### src/rtl/chal_responder.sv
// ---------------------------------------------------------------------------
// chal_responder
//
// Responder end of the UART challenge-response link.
// It parses "CHAL:" followed by 32 hex digits and LF from the uart_rx byte
// stream. The 128-bit challenge goes to an external ChaCha20 engine. The
// engine result is sent back as "RESP:" followed by 32 uppercase hex digits
// and LF through uart_tx. Host 'Y'/'N' command bytes are forwarded over the
// same TX path whenever the parser is idle.
//
// Ports:
//   clk, rst         system clock, asynchronous active-high reset
//   rx_data/_valid   byte stream from uart_rx (one-cycle strobe)
//   tx_data/_valid   byte to uart_tx (one-cycle strobe, data held)
//   tx_busy          uart_tx busy; a falling edge marks a byte as sent
//   cipher_start     one-cycle start pulse to the engine
//   cipher_ready     engine idle
//   cipher_in        captured challenge (plaintext)
//   cipher_out/valid engine result and its strobe
//   cmd_req/cmd_yes  request to send 'Y' (cmd_yes=1) or 'N'
//   resp_done        pulse after the final LF of a RESP frame has left uart_tx
//   parse_err        pulse on a malformed or timed-out CHAL frame
//   busy             high whenever the FSM is not hunting for a prefix
// ---------------------------------------------------------------------------
module chal_responder #(
   parameter logic [23:0] BYTE_TIMEOUT = 24'd1_200_000,
   parameter bit          ACCEPT_LOWER = 1'b1
) (
   input  logic         clk,
   input  logic         rst,
   input  logic [7:0]   rx_data,
   input  logic         rx_data_valid,
   output logic [7:0]   tx_data,
   output logic         tx_data_valid,
   input  logic         tx_busy,
   output logic         cipher_start,
   input  logic         cipher_ready,
   output logic [127:0] cipher_in,
   input  logic [127:0] cipher_out,
   input  logic         cipher_valid,
   input  logic         cmd_req,
   input  logic         cmd_yes,
   output logic         resp_done,
   output logic         parse_err,
   output logic         busy
);

   typedef enum logic [2:0] {HUNT, HEX, EOL, C_START, C_WAIT, SEND, CMD} state_t;

   state_t         state, state_n;
   logic [2:0]     pidx, pidx_n;
   logic [4:0]     nib_cnt, nib_cnt_n;
   logic [127:0]   cipher_in_n;
   logic [127:0]   result, result_n;
   logic [5:0]     tx_idx, tx_idx_n;
   logic [7:0]     tx_data_n;
   logic           tx_data_valid_n;
   logic           outstanding, outstanding_n;
   logic           busy_prev;
   logic [23:0]    timer, timer_n;
   logic           cmd_pend, cmd_pend_n;
   logic           cmd_val, cmd_val_n;
   logic           cmd_sel, cmd_sel_n;
   logic           cipher_start_n;
   logic           resp_done_n;
   logic           parse_err_n;

   logic           timed;
   logic           timeout;
   logic           tx_fall;
   logic           can_issue;
   logic [127:0]   shifted;
   logic [7:0]     send_byte;

   function automatic logic is_hex(input logic [7:0] b);
      return (b >= 8'h30 && b <= 8'h39) ||
             (b >= 8'h41 && b <= 8'h46) ||
             (ACCEPT_LOWER && b >= 8'h61 && b <= 8'h66);
   endfunction

   // Letters share the low nibble pattern 1..6 in both cases, so +9 covers both.
   function automatic logic [3:0] hex_val(input logic [7:0] b);
      return (b <= 8'h39) ? b[3:0] : b[3:0] + 4'd9;
   endfunction

   function automatic logic [7:0] to_ascii(input logic [3:0] n);
      return (n < 4'd10) ? 8'h30 + {4'h0, n} : 8'h37 + {4'h0, n};
   endfunction

   function automatic logic [7:0] prefix_char(input logic [2:0] i);
      case (i)
         3'd0:    return 8'h43;
         3'd1:    return 8'h48;
         3'd2:    return 8'h41;
         3'd3:    return 8'h4C;
         default: return 8'h3A;
      endcase
   endfunction

   // The idle timer only runs while a CHAL frame is partially received.
   assign timed     = (state == HEX) || (state == EOL) || (state == HUNT && pidx != 3'd0);
   assign timeout   = timed && !rx_data_valid && (timer == BYTE_TIMEOUT - 24'd1);

   // A byte counts as sent on the falling edge of tx_busy. A new byte is only
   // offered when nothing is outstanding and the strobe from the previous
   // cycle has had a chance to raise tx_busy.
   assign tx_fall   = busy_prev && !tx_busy;
   assign can_issue = !outstanding && !tx_busy && !tx_data_valid;

   // Byte 5 carries result[127:124]; each later byte moves one nibble down.
   assign shifted   = result << {tx_idx - 6'd5, 2'b00};

   always_comb begin
      send_byte = 8'h0A;
      if (tx_idx < 6'd5) begin
         case (tx_idx)
            6'd0:    send_byte = 8'h52;
            6'd1:    send_byte = 8'h45;
            6'd2:    send_byte = 8'h53;
            6'd3:    send_byte = 8'h50;
            default: send_byte = 8'h3A;
         endcase
      end else if (tx_idx < 6'd37) begin
         send_byte = to_ascii(shifted[127:124]);
      end
   end

   // Next-state and next-output logic. Every registered value defaults to
   // holding, and every pulse defaults to zero.
   always_comb begin
      state_n         = state;
      pidx_n          = pidx;
      nib_cnt_n       = nib_cnt;
      cipher_in_n     = cipher_in;
      result_n        = result;
      tx_idx_n        = tx_idx;
      tx_data_n       = tx_data;
      tx_data_valid_n = 1'b0;
      outstanding_n   = outstanding;
      cmd_pend_n      = cmd_pend;
      cmd_val_n       = cmd_val;
      cmd_sel_n       = cmd_sel;
      cipher_start_n  = 1'b0;
      resp_done_n     = 1'b0;
      parse_err_n     = 1'b0;
      timer_n         = (rx_data_valid || !timed) ? 24'd0 : timer + 24'd1;

      case (state)
         HUNT: begin
            if (rx_data_valid) begin
               if (rx_data == prefix_char(pidx)) begin
                  if (pidx == 3'd4) begin
                     state_n   = HEX;
                     pidx_n    = 3'd0;
                     nib_cnt_n = 5'd0;
                  end else begin
                     pidx_n = pidx + 3'd1;
                  end
               end else begin
                  pidx_n = (rx_data == 8'h43) ? 3'd1 : 3'd0;
               end
            end else if (timeout) begin
               pidx_n = 3'd0;
            end
            // Commands are served only while no prefix is in progress.
            if (state_n == HUNT && pidx == 3'd0 && pidx_n == 3'd0 && cmd_pend) begin
               state_n    = CMD;
               cmd_pend_n = 1'b0;
               cmd_sel_n  = cmd_val;
            end
         end

         HEX: begin
            if (rx_data_valid) begin
               if (is_hex(rx_data)) begin
                  cipher_in_n = {cipher_in[123:0], hex_val(rx_data)};
                  nib_cnt_n   = nib_cnt + 5'd1;
                  if (nib_cnt == 5'd31) begin
                     state_n = EOL;
                  end
               end else begin
                  parse_err_n = 1'b1;
                  state_n     = HUNT;
                  pidx_n      = (rx_data == 8'h43) ? 3'd1 : 3'd0;
               end
            end else if (timeout) begin
               parse_err_n = 1'b1;
               state_n     = HUNT;
               pidx_n      = 3'd0;
            end
         end

         EOL: begin
            if (rx_data_valid) begin
               if (rx_data == 8'h0A) begin
                  state_n = C_START;
               end else if (rx_data != 8'h0D) begin
                  parse_err_n = 1'b1;
                  state_n     = HUNT;
                  pidx_n      = 3'd0;
               end
            end else if (timeout) begin
               parse_err_n = 1'b1;
               state_n     = HUNT;
               pidx_n      = 3'd0;
            end
         end

         C_START: begin
            if (cipher_ready) begin
               cipher_start_n = 1'b1;
               state_n        = C_WAIT;
            end
         end

         C_WAIT: begin
            if (cipher_valid) begin
               result_n = cipher_out;
               tx_idx_n = 6'd0;
               state_n  = SEND;
            end
         end

         SEND: begin
            if (outstanding && tx_fall) begin
               outstanding_n = 1'b0;
               if (tx_idx == 6'd37) begin
                  resp_done_n = 1'b1;
                  state_n     = HUNT;
                  pidx_n      = 3'd0;
               end else begin
                  tx_idx_n = tx_idx + 6'd1;
               end
            end else if (can_issue) begin
               tx_data_n       = send_byte;
               tx_data_valid_n = 1'b1;
               outstanding_n   = 1'b1;
            end
         end

         CMD: begin
            if (outstanding && tx_fall) begin
               outstanding_n = 1'b0;
               state_n       = HUNT;
               pidx_n        = 3'd0;
            end else if (can_issue) begin
               tx_data_n       = cmd_sel ? 8'h59 : 8'h4E;
               tx_data_valid_n = 1'b1;
               outstanding_n   = 1'b1;
            end
         end

         default: begin
            state_n = HUNT;
            pidx_n  = 3'd0;
         end
      endcase

      // A request that arrives in the same cycle as a serve stays pending,
      // and a later request replaces an earlier unserved one.
      if (cmd_req) begin
         cmd_pend_n = 1'b1;
         cmd_val_n  = cmd_yes;
      end
   end

   // State register. Reset returns to an idle parser with nothing pending
   // and all strobes low. A frame interrupted by reset is abandoned.
   always_ff @(posedge clk or posedge rst) begin
      if (rst) begin
         state         <= HUNT;
         pidx          <= 3'd0;
         nib_cnt       <= 5'd0;
         cipher_in     <= 128'd0;
         result        <= 128'd0;
         tx_idx        <= 6'd0;
         tx_data       <= 8'd0;
         tx_data_valid <= 1'b0;
         outstanding   <= 1'b0;
         busy_prev     <= 1'b0;
         timer         <= 24'd0;
         cmd_pend      <= 1'b0;
         cmd_val       <= 1'b0;
         cmd_sel       <= 1'b0;
         cipher_start  <= 1'b0;
         resp_done     <= 1'b0;
         parse_err     <= 1'b0;
      end else begin
         state         <= state_n;
         pidx          <= pidx_n;
         nib_cnt       <= nib_cnt_n;
         cipher_in     <= cipher_in_n;
         result        <= result_n;
         tx_idx        <= tx_idx_n;
         tx_data       <= tx_data_n;
         tx_data_valid <= tx_data_valid_n;
         outstanding   <= outstanding_n;
         busy_prev     <= tx_busy;
         timer         <= timer_n;
         cmd_pend      <= cmd_pend_n;
         cmd_val       <= cmd_val_n;
         cmd_sel       <= cmd_sel_n;
         cipher_start  <= cipher_start_n;
         resp_done     <= resp_done_n;
         parse_err     <= parse_err_n;
      end
   end

   assign busy = (state != HUNT);

endmodule

### config.mk
export PLATFORM = sky130hd
export DESIGN_NAME = chal_responder
export DESIGN_NICKNAME = d
export VERILOG_FILES = /design/src/rtl/chal_responder.sv
export SDC_FILE = /design/constraint.sdc
export NUM_CORES = 1
export LEC_CHECK = 0
export CORE_AREA = 2 2 184 186
export CTS_CLUSTER_SIZE = 30
export DETAILED_ROUTE_END_ITERATION = 6
export DIE_AREA = 0 0 186 188
export PLACE_DENSITY_LB_ADDON = 0.08
export SYNTH_ARGS = -nofsm -noshare
export SYNTH_HDL_FRONTEND = slang
export SYNTH_SLANG_ARGS = --single-unit
### constraint.sdc
create_clock -name clk -period 27.9 [get_ports clk]
set_clock_uncertainty 0.2 [all_clocks]
set_input_delay 5.58 -clock clk [delete_from_list [all_inputs] [get_ports clk]]
set_output_delay 5.58 -clock clk [all_outputs]
set_load 0.02 [all_outputs]
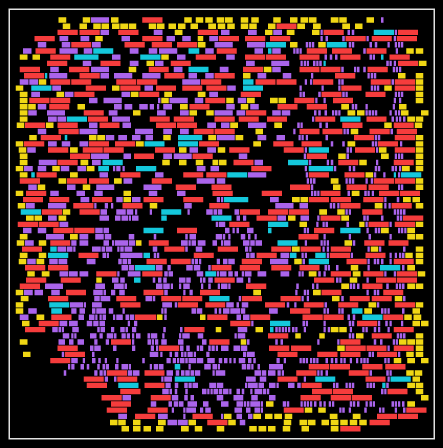
(placed cells, one color a class)
| class | color | cells |
|---|---|---|
| registers | red | 313 |
| remaining buffers and delay cells | yellow | 294 |
| remaining logic cells | purple | 951 |
| clock drivers and dummy loads | cyan | 64 |
Seq area share: 41.63%
Final Cell Area: 0.01882 mm^2
core area: 0.03311 mm^2
number of cell rows: 67

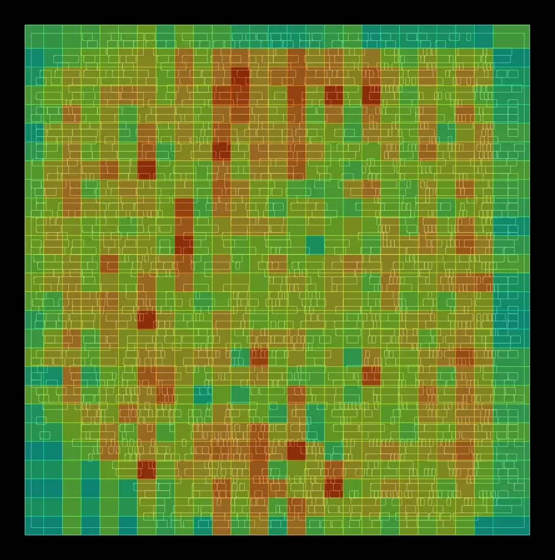
(routing congestion map)
Most Crowded Layer GR: met2
per-cell routed wire length: 17.33 um

-- layer usage --
layer / global-route usage, % / wire, um / part of all wire (%)
met1: 28.44 / 16150 / 45
met2: 33.39 / 16960 / 47
met3: 4.603 / 2270 / 6.3
met4: 3.967 / 489 / 1.4
met5: 0 / 27 / 0.075
-- flip-flops by register name, summed over array words and instances (netlist names), 3 cells and up --
| register | cells |
|---|---|
| result | 128 |
| cipher_in | 128 |
| tx_idx | 6 |
| tx_data | 7 |
| state | 3 |
| nib_cnt | 5 |
| timer | 24 |
| pidx | 3 |
==> run notes <==
impl run done, here's what came out: initial detailed-routing violation count=a little under 700, post_cts resized=0, sequential power=roughly 0.63 mW, Top Family by Delay on Critical Path=buffers and inverters, Hold Path Stages=2, GRT Total Usage=around a fifth, Cell Type Count=roughly 76, Avg Cell Area, Syn=roughly 11 um^2, Slew HR=29.81%, CP max stage cell=buf_4, hold_sp=cipher_in[124]$_DFFE_PP0P_, Reg-to-Reg End=tx_data[2]$_DFFE_PP0P_, NonClk Buf Share=between 10% and 20%, Floorplan Nets=between 1000 and 1500, Die X=~190 um, Gate Area=0.006176 mm^2, CP bufs+invs=3, Final ANT Viol Nets=0, cell type taking the most area=sequential cells, pre-CTS setup slack=about 19 ns, CP required=around 28 ns, CTS clock-pin slew for the worst setup and hold paths=0.06 ns, Max Freq=approximately 120 MHz, global route overflow=0, total internal power=roughly 1.1 mW, Hold Path Class=flop to flop, CTS max path bufs=3, FF-to-FF path depth=12, Clk. pwr=0.488 mW, Synth Area in Adders=around 1.6%, fin crit period=around 8.5 ns, RSZ-0062 raised after global routing=no, Area Overhead vs Synth=31.06%, NumNets Final=between 1500 and 2000, status=finished, final reports clean, Signal inverters=23, most frequent cells after synthesis=436 x nand2_1, 313 x dfrtp_1, 134 x mux2_2, register area=just under 0.008 mm^2, H-tree levels=2
Power and IR drop assume default switching activity.
